## config.mk

```make
export PLATFORM = sky130hd
export DESIGN_NAME = i2c_slave_regs
export DESIGN_NICKNAME = d
export VERILOG_FILES = /design/src/rtl/i2c_pkg.sv /design/src/rtl/i2c_bus_sync.sv /design/src/rtl/i2c_slave_regs.sv
export SDC_FILE = /design/constraint.sdc
export NUM_CORES = 1
export LEC_CHECK = 0
export ABC_AREA = 1
export CORE_MARGIN = 4
export CORE_UTILIZATION = 61
export DETAILED_ROUTE_END_ITERATION = 16
export MAX_ROUTING_LAYER = met4
export PLACE_DENSITY_LB_ADDON = 0.05
export SYNTH_ARGS = -nofsm -noshare
export SYNTH_HDL_FRONTEND = slang
export SYNTH_SLANG_ARGS = --single-unit
```

## constraint.sdc

```tcl
create_clock -name clk -period 4.6 [get_ports clk]
set_input_delay 1.38 -clock clk [delete_from_list [all_inputs] [get_ports clk]]
set_output_delay 1.38 -clock clk [all_outputs]
set_load 0.02 [all_outputs]
```

## src/rtl/i2c_pkg.sv

```systemverilog
// Shared I2C definitions used by the register-file target and the APB-side master.
//   i2c_slv_state_t : target FSM states
//   I2C_RD / I2C_WR : value of the R/W bit in the address byte
package i2c_pkg;

    typedef enum logic [3:0] {
        ST_IDLE,
        ST_ADDR,
        ST_ADDR_ACK,
        ST_PTR,
        ST_PTR_ACK,
        ST_WDATA,
        ST_WDATA_ACK,
        ST_RDATA,
        ST_RD_ACK,
        ST_IGNORE
    } i2c_slv_state_t;

    localparam logic I2C_RD = 1'b1;
    localparam logic I2C_WR = 1'b0;

endpackage

```

## src/rtl/i2c_bus_sync.sv

```systemverilog
// Input conditioning for the I2C target: 2-flop synchronizers on SCL/SDA,
// a third copy for edge detection, and registered one-cycle event pulses.
//   clk, rst        : system clock, synchronous active-high reset
//   scl_i, sda_i    : asynchronous bus pins
//   scl_rise_o      : synchronized SCL rising edge
//   scl_fall_o      : synchronized SCL falling edge
//   start_o, stop_o : SDA falling / rising while SCL is high
//   sda_o           : synchronized SDA level aligned with the event pulses
module i2c_bus_sync (
    input  logic clk,
    input  logic rst,
    input  logic scl_i,
    input  logic sda_i,
    output logic scl_rise_o,
    output logic scl_fall_o,
    output logic start_o,
    output logic stop_o,
    output logic sda_o
);

    // [0] first sync flop, [1] synchronized level, [2] previous level
    logic [2:0] scl_q;
    logic [2:0] sda_q;
    logic       scl_rise_q;
    logic       scl_fall_q;
    logic       start_q;
    logic       stop_q;
    logic       sda_bit_q;

    always_ff @(posedge clk) begin
        if (rst) begin
            // Idle bus level, so leaving reset never looks like an edge.
            scl_q      <= 3'b111;
            sda_q      <= 3'b111;
            scl_rise_q <= 1'b0;
            scl_fall_q <= 1'b0;
            start_q    <= 1'b0;
            stop_q     <= 1'b0;
            sda_bit_q  <= 1'b1;
        end else begin
            scl_q      <= {scl_q[1:0], scl_i};
            sda_q      <= {sda_q[1:0], sda_i};
            scl_rise_q <= scl_q[1] & ~scl_q[2];
            scl_fall_q <= ~scl_q[1] & scl_q[2];
            // SCL must be stably high across both samples for START/STOP.
            start_q    <= scl_q[1] & scl_q[2] & ~sda_q[1] & sda_q[2];
            stop_q     <= scl_q[1] & scl_q[2] & sda_q[1] & ~sda_q[2];
            sda_bit_q  <= sda_q[1];
        end
    end

    assign scl_rise_o = scl_rise_q;
    assign scl_fall_o = scl_fall_q;
    assign start_o    = start_q;
    assign stop_o     = stop_q;
    assign sda_o      = sda_bit_q;

endmodule

```

## src/rtl/i2c_slave_regs.sv

```systemverilog
// I2C target serving a DEPTH-entry byte register file with an auto-incrementing
// pointer. The first byte of a write sets the pointer, following bytes are
// stored at the pointer; reads return bytes starting at the pointer.
//   clk, rst   : system clock, synchronous active-high reset
//   scl_i      : SCL pin (asynchronous)
//   sda_i      : SDA pin (asynchronous)
//   sda_oe     : 1 = pull SDA low
//   saved_data : last byte written into the register file
//   wr_stb     : one-cycle pulse per register write
//   wr_idx     : register index of the write flagged by wr_stb
//   busy       : high from START to STOP
module i2c_slave_regs
    import i2c_pkg::*;
#(
    parameter logic [6:0] SLAVE_ADDR = 7'h3C,
    parameter int         DEPTH      = 8,
    localparam int        IDX_W      = $clog2(DEPTH)
) (
    input  logic             clk,
    input  logic             rst,
    input  logic             scl_i,
    input  logic             sda_i,
    output logic             sda_oe,
    output logic [7:0]       saved_data,
    output logic             wr_stb,
    output logic [IDX_W-1:0] wr_idx,
    output logic             busy
);

    logic scl_rise;
    logic scl_fall;
    logic start;
    logic stop;
    logic sda_bit;

    i2c_bus_sync u_sync (
        .clk        (clk),
        .rst        (rst),
        .scl_i      (scl_i),
        .sda_i      (sda_i),
        .scl_rise_o (scl_rise),
        .scl_fall_o (scl_fall),
        .start_o    (start),
        .stop_o     (stop),
        .sda_o      (sda_bit)
    );

    i2c_slv_state_t   state_q,   state_d;
    logic [3:0]       bitcnt_q,  bitcnt_d;
    logic [6:0]       shreg_q,   shreg_d;
    logic [7:0]       tx_q,      tx_d;
    logic             rw_q,      rw_d;
    logic             ack_drv_q, ack_drv_d;
    logic [IDX_W-1:0] ptr_q,     ptr_d;
    logic             sda_oe_q,  sda_oe_d;
    logic             wr_stb_q,  wr_stb_d;
    logic [IDX_W-1:0] wr_idx_q,  wr_idx_d;
    logic [7:0]       saved_q,   saved_d;
    logic             wr_en;

    logic [7:0]       regs_q [DEPTH];

    logic [7:0]       byte_in;
    logic [IDX_W-1:0] ptr_inc;
    logic [7:0]       cur_byte;

    // Byte as it stands once the bit sampled on this SCL rise is shifted in.
    assign byte_in  = {shreg_q, sda_bit};
    assign ptr_inc  = ptr_q + 1'b1;
    assign cur_byte = regs_q[ptr_q];

    always_ff @(posedge clk) begin
        if (rst) begin
            state_q   <= ST_IDLE;
            bitcnt_q  <= '0;
            shreg_q   <= '0;
            tx_q      <= '0;
            rw_q      <= I2C_WR;
            ack_drv_q <= 1'b0;
            ptr_q     <= '0;
            sda_oe_q  <= 1'b0;
            wr_stb_q  <= 1'b0;
            wr_idx_q  <= '0;
            saved_q   <= 8'h00;
        end else begin
            state_q   <= state_d;
            bitcnt_q  <= bitcnt_d;
            shreg_q   <= shreg_d;
            tx_q      <= tx_d;
            rw_q      <= rw_d;
            ack_drv_q <= ack_drv_d;
            ptr_q     <= ptr_d;
            sda_oe_q  <= sda_oe_d;
            wr_stb_q  <= wr_stb_d;
            wr_idx_q  <= wr_idx_d;
            saved_q   <= saved_d;
        end
    end

    always_ff @(posedge clk) begin
        if (rst) begin
            for (int i = 0; i < DEPTH; i++) begin
                regs_q[i] <= 8'h00;
            end
        end else if (wr_en) begin
            regs_q[ptr_q] <= byte_in;
        end
    end

    always_comb begin
        state_d   = state_q;
        bitcnt_d  = bitcnt_q;
        shreg_d   = shreg_q;
        tx_d      = tx_q;
        rw_d      = rw_q;
        ack_drv_d = ack_drv_q;
        ptr_d     = ptr_q;
        sda_oe_d  = sda_oe_q;
        wr_stb_d  = 1'b0;
        wr_idx_d  = wr_idx_q;
        saved_d   = saved_q;
        wr_en     = 1'b0;

        // START outranks everything, including a coincident SCL edge.
        if (start) begin
            state_d   = ST_ADDR;
            bitcnt_d  = '0;
            ack_drv_d = 1'b0;
            sda_oe_d  = 1'b0;
        end else if (stop) begin
            state_d   = ST_IDLE;
            bitcnt_d  = '0;
            ack_drv_d = 1'b0;
            sda_oe_d  = 1'b0;
        end else begin
            case (state_q)
                ST_ADDR: begin
                    if (scl_rise) begin
                        shreg_d  = byte_in[6:0];
                        bitcnt_d = bitcnt_q + 4'd1;
                        if (bitcnt_q == 4'd7) begin
                            bitcnt_d = '0;
                            if (byte_in[7:1] == SLAVE_ADDR) begin
                                state_d = ST_ADDR_ACK;
                                rw_d    = byte_in[0];
                            end else begin
                                state_d = ST_IGNORE;
                            end
                        end
                    end
                end

                ST_PTR: begin
                    if (scl_rise) begin
                        shreg_d  = byte_in[6:0];
                        bitcnt_d = bitcnt_q + 4'd1;
                        if (bitcnt_q == 4'd7) begin
                            bitcnt_d = '0;
                            ptr_d    = byte_in[IDX_W-1:0];
                            state_d  = ST_PTR_ACK;
                        end
                    end
                end

                ST_WDATA: begin
                    if (scl_rise) begin
                        shreg_d  = byte_in[6:0];
                        bitcnt_d = bitcnt_q + 4'd1;
                        if (bitcnt_q == 4'd7) begin
                            bitcnt_d = '0;
                            wr_en    = 1'b1;
                            wr_stb_d = 1'b1;
                            wr_idx_d = ptr_q;
                            saved_d  = byte_in;
                            ptr_d    = ptr_inc;
                            state_d  = ST_WDATA_ACK;
                        end
                    end
                end

                // First falling edge after the 8th bit pulls SDA for the ACK,
                // the next one releases it and moves on.
                ST_ADDR_ACK, ST_PTR_ACK, ST_WDATA_ACK: begin
                    if (scl_fall) begin
                        if (!ack_drv_q) begin
                            sda_oe_d  = 1'b1;
                            ack_drv_d = 1'b1;
                        end else begin
                            ack_drv_d = 1'b0;
                            sda_oe_d  = 1'b0;
                            if (state_q == ST_ADDR_ACK && rw_q == I2C_RD) begin
                                // MSB goes out on this same falling edge.
                                state_d  = ST_RDATA;
                                sda_oe_d = ~cur_byte[7];
                                tx_d     = {cur_byte[6:0], 1'b0};
                            end else if (state_q == ST_ADDR_ACK) begin
                                state_d = ST_PTR;
                            end else begin
                                state_d = ST_WDATA;
                            end
                        end
                    end
                end

                // tx_q[7] is always the next bit to present; bitcnt_q counts
                // bits the master has already clocked in.
                ST_RDATA: begin
                    if (scl_rise && bitcnt_q != 4'd8) begin
                        bitcnt_d = bitcnt_q + 4'd1;
                    end
                    if (scl_fall) begin
                        if (bitcnt_q == 4'd8) begin
                            sda_oe_d = 1'b0;
                            bitcnt_d = '0;
                            state_d  = ST_RD_ACK;
                        end else begin
                            sda_oe_d = ~tx_q[7];
                            tx_d     = {tx_q[6:0], 1'b0};
                        end
                    end
                end

                ST_RD_ACK: begin
                    if (scl_rise) begin
                        if (!sda_bit) begin
                            ptr_d    = ptr_inc;
                            tx_d     = regs_q[ptr_inc];
                            bitcnt_d = '0;
                            state_d  = ST_RDATA;
                        end else begin
                            state_d = ST_IGNORE;
                        end
                    end
                end

                default: ;
            endcase
        end
    end

    assign sda_oe     = sda_oe_q;
    assign saved_data = saved_q;
    assign wr_stb     = wr_stb_q;
    assign wr_idx     = wr_idx_q;
    assign busy       = (state_q != ST_IDLE);

endmodule
```

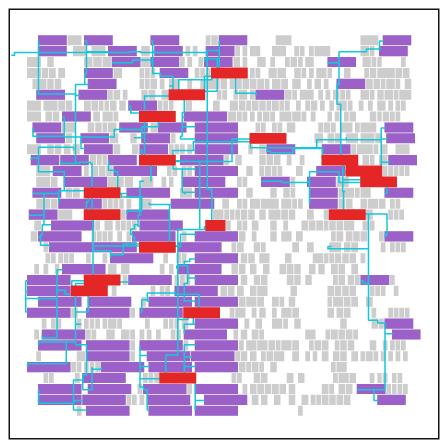
Figure 1: clock wires, drivers and flops.
[cells driving clock nets] red | count: 17
[flip-flops] purple | count: 118
[clock wires] cyan | length: 1390 um
routed clock nets	18
flops lie	all over the die
clk_lat worst skew: 510 ps
final worst clock skew: 6.96 ps
part of the power in the clock network: 0.308
power consumed by the clock network: 1150 uW

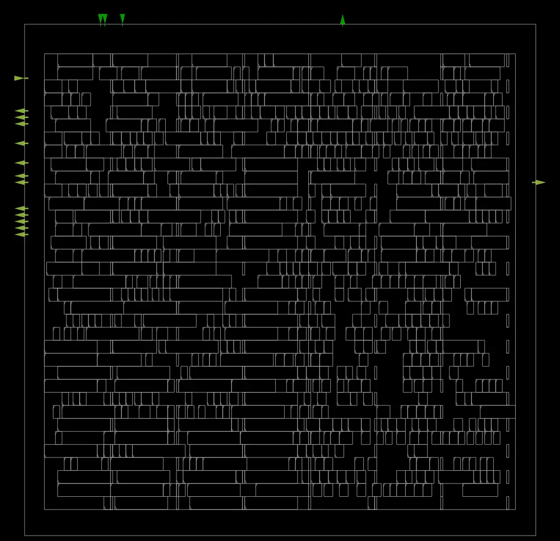
Figure 2: cell placement.
Core ar.: 9370 sq um
tapcells inserted: 129

==> impl_metrics.ini <==
; generated from flow reports
[status]
run_status = complete, no violations

[worst_setup_path]
critical_path_arrival_ps = 1880
reg_to_reg_startpoint = bitcnt_q[0]
crit_end_category = output port
cp_top_family = buffers and inverters

[power]
cell_internal_pwr_uw = 2280
sw_frac_of_total = 0.391
combPwrFrac = 0.340
power.switching_uw = 1460
seqPwrFrac = 0.352

[routing]
detail_route.wl_per_cell_um = 17.5
drt_wl_total_mm = 15.7
route.layer.met1.wl_mm = 6.84

[finish]
nFillCells = 760
syn2layout_area_growth_pct = 12.0
inv_count = 83
cell_kind_with_the_greatest_summed_area = registers
seq_cell_count = 118
layout.nonclk_buf_frac = 0.0289
stdcell_count = 899

[clocking]
cts-buffers-inserted = 17
cts.htree.levels = 4
tritoncts_sinks = 118

[final_timing]
minimum_hold_slack_ps = 410
timing.final.crit_share = 0.709

[yosys]
synthTopCellsByCount = 117 x sky130_fd_sc_hd__nor2_1, 110 x sky130_fd_sc_hd__nand2_1, 76 x sky130_fd_sc_hd__o21ai_0
synth.yosys.chip_area_sq_um = 5960

[floorplanning]
die_x_um = 107
## cells in the final DEF, fill, tap and decap left out, types with 3 or more instances in the layout
| master | netlist | routed |
|---|---|---|
| sky130_fd_sc_hd__nand4_1 | 7 | 7 |
| sky130_fd_sc_hd__clkinv_1 | 4 | 4 |
| sky130_fd_sc_hd__o21ai_1 | 4 | 4 |
| sky130_fd_sc_hd__dfxtp_1 | 54 | 54 |
| sky130_fd_sc_hd__clkinv_2 | 1 | 6 |
| sky130_fd_sc_hd__edfxtp_1 | 64 | 64 |
| sky130_fd_sc_hd__nor2_4 | 4 | 4 |
| sky130_fd_sc_hd__inv_6 | 0 | 4 |
| sky130_fd_sc_hd__nand2_2 | 12 | 12 |
| sky130_fd_sc_hd__inv_1 | 68 | 68 |
| sky130_fd_sc_hd__or2_2 | 4 | 4 |
| sky130_fd_sc_hd__o211ai_1 | 22 | 22 |
| sky130_fd_sc_hd__o21ai_0 | 76 | 76 |
| sky130_fd_sc_hd__nor2_1 | 117 | 117 |
| sky130_fd_sc_hd__nand3_1 | 72 | 72 |
| sky130_fd_sc_hd__a21oi_1 | 60 | 60 |
| sky130_fd_sc_hd__clkbuf_16 | 0 | 16 |
| sky130_fd_sc_hd__clkinv_4 | 0 | 4 |
| sky130_fd_sc_hd__nand2_1 | 110 | 110 |
| sky130_fd_sc_hd__inv_2 | 10 | 10 |
| sky130_fd_sc_hd__nor2_2 | 6 | 6 |
| sky130_fd_sc_hd__clkdlybuf4s50_1 | 0 | 17 |
| sky130_fd_sc_hd__nor3_1 | 6 | 6 |
| sky130_fd_sc_hd__ha_1 | 3 | 3 |
| sky130_fd_sc_hd__buf_4 | 1 | 3 |
No activity file was given, so power comes from the tool's default toggle rates.
